<file path="src/rtl/memory_arbiter_pkg.sv">
// memory_arbiter_pkg: shared types for the pipeline memory-port arbiter.
package memory_arbiter_pkg;
    localparam int XLEN     = 32;
    localparam int NClients = 3;

    typedef logic [XLEN-1:0] regval_t;

    typedef enum logic [1:0] {
        ClientFetch = 2'd0,
        ClientRead  = 2'd1,
        ClientWrite = 2'd2
    } client_t;

    typedef enum logic {
        ArbIdle = 1'b0,
        ArbBusy = 1'b1
    } arb_state_t;

    function automatic logic [NClients-1:0] client_mask(client_t c, logic en);
        return en ? NClients'(1) << c : '0;
    endfunction
endpackage

</file>
<file path="src/rtl/memory_arbiter_priority_select.sv">
// priority_select: combinational write > read > fetch pick, with a fetch override
// once fetch has been starved long enough.
module priority_select
    import memory_arbiter_pkg::*;
(
    input  logic [NClients-1:0] i_req,
    input  logic                i_fetch_boost,
    output client_t             o_grant,
    output logic                o_grant_valid
);
    assign o_grant = (i_fetch_boost && i_req[ClientFetch]) ? ClientFetch :
                     i_req[ClientWrite]                    ? ClientWrite :
                     i_req[ClientRead]                     ? ClientRead  : ClientFetch;
    assign o_grant_valid = |i_req;
endmodule

</file>
<file path="src/rtl/memory_arbiter.sv">
// memory_arbiter: serialises fetch/read/write clients onto one memory port,
// one transaction at a time, with fetch anti-starvation and a bus timeout.
module memory_arbiter
    import memory_arbiter_pkg::*;
#(
    parameter int StarveLimit   = 8,
    parameter int TimeoutCycles = 64,
    parameter int TW            = 7
) (
    input  logic                           i_clock,
    input  logic                           i_reset_n,
    input  logic [NClients-1:0]            i_req,
    input  logic [NClients-1:0]            i_is_write,
    input  logic [NClients-1:0][XLEN-1:0]  i_address,
    input  logic [NClients-1:0][XLEN-1:0]  i_wdata,
    output logic [NClients-1:0]            o_data_valid,
    output logic [NClients-1:0]            o_error,
    output logic [XLEN-1:0]                o_rdata,
    output logic                           o_mem_address_enable,
    output logic                           o_mem_write_enable,
    output logic [XLEN-1:0]                o_mem_address,
    output logic [XLEN-1:0]                o_mem_wdata,
    input  logic [XLEN-1:0]                i_mem_rdata,
    input  logic                           i_mem_data_valid
);
    localparam int SW = $clog2(StarveLimit + 1);

    arb_state_t    r_state;
    client_t       r_owner;
    logic          r_is_write;
    regval_t       r_address;
    regval_t       r_wdata;
    logic [SW-1:0] r_starve;
    logic [TW-1:0] r_timeout;

    client_t w_grant;
    logic    w_grant_valid;
    logic    w_boost;
    logic    w_busy;
    logic    w_done;
    logic    w_expire;

    assign w_boost  = r_starve >= SW'(StarveLimit);
    assign w_busy   = r_state == ArbBusy;
    assign w_done   = w_busy && i_mem_data_valid;
    // Completion takes precedence over a timeout landing in the same cycle.
    assign w_expire = w_busy && !i_mem_data_valid && r_timeout == TW'(TimeoutCycles - 1);

    priority_select u_priority_select (
        .i_req         (i_req),
        .i_fetch_boost (w_boost),
        .o_grant       (w_grant),
        .o_grant_valid (w_grant_valid)
    );

    // Strobes are qualified by the owner's live request so a flushed client sees nothing.
    assign o_data_valid         = client_mask(r_owner, w_done && i_req[r_owner]);
    assign o_error              = client_mask(r_owner, w_expire && i_req[r_owner]);
    assign o_rdata              = w_done ? i_mem_rdata : '0;
    assign o_mem_address_enable = w_busy;
    assign o_mem_write_enable   = w_busy && r_is_write;
    assign o_mem_address        = w_busy ? r_address : '0;
    assign o_mem_wdata          = w_busy ? r_wdata : '0;

    always_ff @(posedge i_clock or negedge i_reset_n) begin
        if (!i_reset_n) begin
            r_state    <= ArbIdle;
            r_owner    <= ClientFetch;
            r_is_write <= 1'b0;
            r_address  <= '0;
            r_wdata    <= '0;
            r_starve   <= '0;
            r_timeout  <= '0;
        end else if (r_state == ArbIdle) begin
            if (w_grant_valid) begin
                r_state    <= ArbBusy;
                r_owner    <= w_grant;
                r_is_write <= i_is_write[w_grant];
                r_address  <= i_address[w_grant];
                r_wdata    <= i_wdata[w_grant];
                r_timeout  <= '0;
                if (w_grant == ClientFetch)
                    r_starve <= '0;
                else if (i_req[ClientFetch] && !w_boost)
                    r_starve <= r_starve + 1'b1;
            end
        end else begin
            r_timeout <= r_timeout + 1'b1;
            if (w_done || w_expire)
                r_state <= ArbIdle;
        end
    end
endmodule

</file>
<file path="config.mk">
export PLATFORM = sky130hd
export DESIGN_NAME = memory_arbiter
export DESIGN_NICKNAME = d
export VERILOG_FILES = /design/src/rtl/memory_arbiter_pkg.sv /design/src/rtl/memory_arbiter_priority_select.sv /design/src/rtl/memory_arbiter.sv
export SDC_FILE = /design/constraint.sdc
export NUM_CORES = 1
export LEC_CHECK = 0
export CORE_MARGIN = 8
export CORE_UTILIZATION = 36
export CTS_BUF_LIST = sky130_fd_sc_hd__clkbuf_8
export CTS_CLUSTER_DIAMETER = 120
export CTS_CLUSTER_SIZE = 20
export DETAILED_ROUTE_END_ITERATION = 16
export PLACE_DENSITY_LB_ADDON = 0.15
export SYNTH_ARGS = -nofsm -noshare
export SYNTH_HDL_FRONTEND = slang
export SYNTH_SLANG_ARGS = --single-unit
</file>
<file path="constraint.sdc">
create_clock -name i_clock -period 1.5 [get_ports i_clock]
set_input_delay 0.3 -clock i_clock [delete_from_list [all_inputs] [get_ports i_clock]]
set_output_delay 0.3 -clock i_clock [all_outputs]
set_load 0.03 [all_outputs]
</file>
==> run_1/met1.png <==
Scale: 2 px per µm. Cells faint in the background.
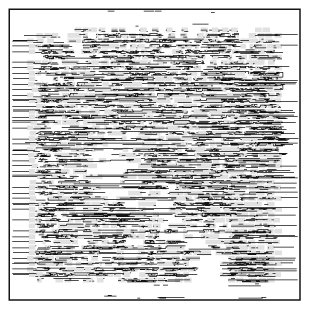
main direction: horizontal
longest straight run: 37.3 µm

==> run_1/met2.png <==
Scale: 3 px per µm.
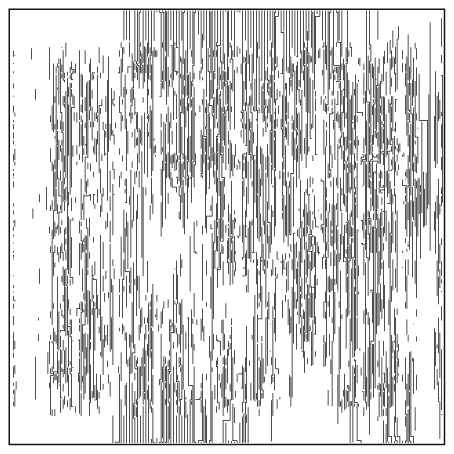
main direction: vertical
nets with wire on the layer: 1183
wire length on this layer: 15800 µm
longest straight run: 76.0 µm
share of all routed wire: 50%

==> run_1/met3.png <==
Scale: 2 px per µm. Cells faint in the background.
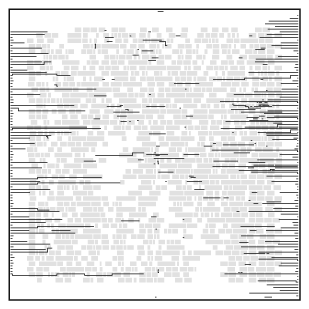
wire length on this layer: 2760 µm
nets with wire on the layer: 258
longest straight run: 44.2 µm
main direction: horizontal

==> run notes, run 1 <==
- result of the run: finished, violations left
- violations in the final reports: setup timing
- gp weighted congestion: 0.823
- RSZ-0062 raised after global routing: yes
- overall via count from detail_route: 7742
- total global routing overflow: 0
- Power Density: 1600 nW/µm²
- crit path capture type: primary output
- critical register-to-register path endpoint: r_address[25]
- Main synth FF type: sky130_fd_sc_hd__dfrtp_1
- P_clk: 1.51 mW
- area figure in the yosys stat output: 5950 µm²
- wire length of the first global-routing pass: 45900 µm
- Hold-fix buffers, CTS: 1
- most common logic cell in the routed design: sky130_fd_sc_hd__clkdlybuf4s50_1
- critical path type: flop to primary output
- HPWL after detailed placement: 18900 µm
- fraction of final layout cells with drive strength greater than 1: 0.394
- data arrival at the endpoint of the critical path: 1.79 ns
- max-cap check violation count: 0
- Power Combinational: 14.1 mW
- cell-by-cell trace of the critical path: ha_2, nand3_2, or4_4, nor2_4, buf_6
- asr flop ratio synth: 1.00
- most used standard cells in the synthesized netlist: sky130_fd_sc_hd__a21oi_1 (132), sky130_fd_sc_hd__dfrtp_1 (79), sky130_fd_sc_hd__nand2_1 (79)
- Stages on worst setup path: 5
- number of input and output port buffers inserted: 336
- # fillers: 1185
- post-route ant nets: 0
- cells in synth_stat.txt: 788
- register area share after synthesis: 0.332
- Cell Count, Final, Fillers Out: 1382
- reported sequential group power: 4.03 mW
- Area growth, synth to finish: 105%
- critical path's largest stage delay: 0.49 ns
- gate count of the mapped netlist: 788
- largest net degree at the start of global routing: 67
- Fin Hold WS: 0.339 ns
- startpoint kind of the worst setup timing path: flop
- number of warning messages in the yosys log: 0
- fraction of power consumed by combinational cells: 0.717
- dpl cells: 1303
- number of warnings the tools reported: 29
- via count of the first global-routing pass: 7930
- Critical path buffers and inverters: 1
- endpoint of the worst setup timing path: o_error[2]
- clk ins delay skew pair: 0.36 ns
- DR iter-0 viols: 423
- share of total power consumed by net switching: 0.423
- worst min-delay path endpoint: r_owner[0]
- CTS tree: yes
- portion of the clock cycle consumed by the worst path in the final layout: 1.39
- final net count: 1391
- Cell area leaders: sky130_fd_sc_hd__dfrtp_1 (33%), sky130_fd_sc_hd__a21oi_1 (11%), sky130_fd_sc_hd__o221ai_1 (9.6%)
- leakage power: 5.14 nW
- internal reg-to-reg setup slack: -0.27 ns
- total cell area at the placement stage: 9530 µm²
- die extent in x: 145 µm
- distinct cell type count of the synthesized netlist: 33
- most used cells in the layout excluding fill and tap cells: sky130_fd_sc_hd__clkdlybuf4s50_1 (227), sky130_fd_sc_hd__a21oi_1 (131), sky130_fd_sc_hd__buf_6 (109), sky130_fd_sc_hd__dfrtp_1 (77), sky130_fd_sc_hd__nor2_1 (69)
- Multi-input gate area: 4470 µm²
- height of the die: 145 µm
- Worst path slowest cell: sky130_fd_sc_hd__or4_4
- final count of negative-setup-slack endpoints: 180
- Min-Delay Startpoint: i_req[1]
- transition time at the pin with the least slew margin: 0.454 ns
- total wirelength of the detailed-routed design: 31600 µm
- final core utilization: 0.748
- number of CTS-inserted buffers: 9
- group drawing the most power: combinational cells
- crit-path max FO: 3
- Top Family by Delay on Critical Path: simple AND/OR/NAND/NOR gates
- final worst-path setup slack: -0.592 ns
- area enclosed by the die boundary: 20900 µm²
- dominant cell type by area after synthesis: sky130_fd_sc_hd__dfrtp_1
- routed wirelength normalized by instance count: 22.9 µm
- total clock sinks: 79
- CP Data Required Time: 1.20 ns
- deepest clock path buffer count: 2
-- run 1: layout make-up --
type	instances	share of cell area
multi-input combinational	622	0.366
clock buffer	11	0.0124
tap	220	0.0225
sequential	79	0.162
timing repair buffer	444	0.435
clock inverter	5	0.00205
antenna	1	0.000205
-- run 1: logic make-up (layout without fill, tap and decap cells) --
logic type	count (synthesis)	after routing	synth area share
compound gates	277	277	0.276
other cells	0	1	0
mux	3	3	0.00547
flops	79	79	0.332
fa+ha+maj	2	2	0.00420
simple gates	337	340	0.303
buf+inv	90	460	0.0788
-- run 1: routing by layer --
metal / wire, µm / GRT usage
met5: 13 / 0
met4: 1050 / 0.119
met3: 2760 / 0.0891
met2: 15800 / 0.500
met1: 12000 / 0.317
==> run_1/final_congestion.png <==
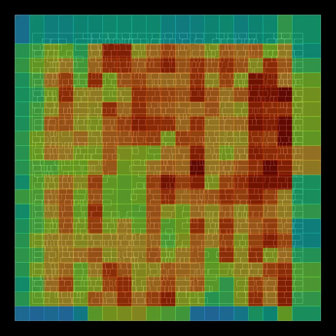

==> inputs of run 2 (changes only) <==
==> constraint.sdc (replaced) <==
create_clock -name i_clock -period 1.5 [get_ports i_clock]
set_input_delay 0.3 -clock i_clock [delete_from_list [all_inputs] [get_ports i_clock]]
set_output_delay 0.3 -clock i_clock [all_outputs]
set_load 0.05 [all_outputs]
==> run_2/final_congestion.png <==
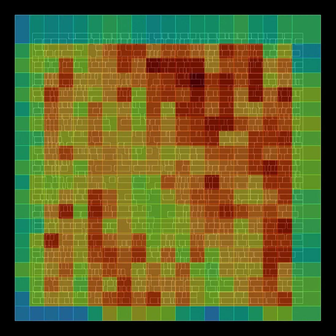
final core utilization: 0.788
grt met1 use: 0.287

==> run 2 against run 1 <==
Critical endpoint is now o_error[1]; the flow still finishes with violations (setup timing); combinational power grew 21%; critical path depth is the same; hold slack lost 0.030 ns; non-clock buffer count shrank 9; wire length grew 1.4%; final area grew 5.3%; core utilization grew 4.0 points; register-to-register slack lost 0.14 ns; critical path type unchanged; die size is the same; total power grew 17%; final cell count shrank 0.72%; synthesized cell count is the same.
==> run notes, run 2 <==
- leakage power: 5.28 nW
- total clock sinks: 79
- critical path type: flop to primary output
- reported sequential group power: 4.01 mW
- internal reg-to-reg setup slack: -0.41 ns
- final net count: 1382
- area figure in the yosys stat output: 5950 µm²
- Top Family by Delay on Critical Path: simple AND/OR/NAND/NOR gates
- violations in the final reports: setup timing
- met2 wire length: 15800 µm
- transition time at the pin with the least slew margin: 0.480 ns
- most used standard cells in the synthesized netlist: sky130_fd_sc_hd__a21oi_1 (132), sky130_fd_sc_hd__dfrtp_1 (79), sky130_fd_sc_hd__nand2_1 (79)
- final worst-path setup slack: -0.647 ns
- data arrival at the endpoint of the critical path: 1.85 ns
- DR iter-0 viols: 487
- area enclosed by the die boundary: 20900 µm²
- final count of negative-setup-slack endpoints: 182
- dominant cell type by area after synthesis: sky130_fd_sc_hd__dfrtp_1
- Power Density: 1780 nW/µm²
- distinct cell type count of the synthesized netlist: 33
- critical path's largest stage delay: 0.50 ns
- most common logic cell in the routed design: sky130_fd_sc_hd__clkdlybuf4s50_1
- crit-path max FO: 3
- total cell area at the placement stage: 11000 µm²
- crit path capture type: primary output
- DR WL met3: 3190 µm
- dpl cells: 1294
- CTS tree: yes
- number of CTS-inserted buffers: 9
- P_clk: 1.81 mW
- clk ins delay skew pair: 0.38 ns
- critical register-to-register path endpoint: r_timeout[6]
- CP Data Required Time: 1.20 ns
- asr flop ratio synth: 1.00
- routed wirelength normalized by instance count: 23.4 µm
- gate count of the mapped netlist: 788
- Cell area leaders: sky130_fd_sc_hd__dfrtp_1 (33%), sky130_fd_sc_hd__a21oi_1 (11%), sky130_fd_sc_hd__o221ai_1 (9.6%)
- met1 routed wirelength after detailed routing: 11800 µm
- total wirelength of the detailed-routed design: 32100 µm
- group drawing the most power: combinational cells
- startpoint kind of the worst setup timing path: flop
- most used cells in the layout excluding fill and tap cells: sky130_fd_sc_hd__clkdlybuf4s50_1 (228), sky130_fd_sc_hd__a21oi_1 (132), sky130_fd_sc_hd__buf_12 (128), sky130_fd_sc_hd__dfrtp_1 (77), sky130_fd_sc_hd__nor2_1 (70)
- Main synth FF type: sky130_fd_sc_hd__dfrtp_1
- VDD IR-drop max: 0.730 mV
- fraction of power consumed by combinational cells: 0.745
- via count of the first global-routing pass: 7393
- result of the run: finished, violations left
- register area share after synthesis: 0.332
- overall via count from detail_route: 7794
- fraction of final layout cells with drive strength greater than 1: 0.388
- Critical path buffers and inverters: 1
- RSZ-0062 raised after global routing: yes
- cells in synth_stat.txt: 788
- die extent in x: 145 µm
- cell-by-cell trace of the critical path: ha_2, nand3_2, or4_4, nor2_4, buf_12
- Worst path slowest cell: sky130_fd_sc_hd__or4_4
- wire length of the first global-routing pass: 42200 µm
- path type of the worst min-delay path: primary input to async pin
- post-route ant nets: 0
- portion of the clock cycle consumed by the worst path in the final layout: 1.43
- synthesized flop and latch total: 79
- number of warning messages in the yosys log: 0
- endpoint of the worst setup timing path: o_error[1]
- number of warnings the tools reported: 29
- Area growth, synth to finish: 116%
- total global routing overflow: 0
- uppermost signal routing layer after detailed routing: met5
- gp weighted congestion: 0.847
- GRT Max-Usage Layer: met2
- antenna diode count: 0
- share of total power consumed by net switching: 0.437
- height of the die: 145 µm
- Power Combinational: 17.1 mW
- GR met2 Demand/Resource: 0.454
- Stages on worst setup path: 5
==> run 2: cell counts after synthesis <==
No cell type changed its count.
==> run 2: kinds of logic after synthesis <==
logic type,after synthesis,synth area share
DFF,79,0.332
muxes,3,0.00547
buffers and inverters,90,0.0788
adders and majority gates,2,0.00420
and+or+nand+nor,337,0.303
AOI/OAI and AO/OA,277,0.276
==> run 2: area by class of cell <==
class                   instances  area, µm²
well taps                     220        275
repair buffers                435       5950
fillers                      1071       3470
flip-flops and latches         79       1980
clock buffers                   9        124
clock inverters                 7       97.6
multi-input cells             622       4440
==> run 2: repair_timing <==
action | CTS | global route
hold endpoints to repair | 23 | 0
buffers inserted | 22 | 20
setup endpoints to repair | 106 | 180
gates cloned | 17 | 20
pin swaps | 21 | 89
resized | 83 | 180
hold buffers | 1 | 0
Power and IR drop assume default switching activity.
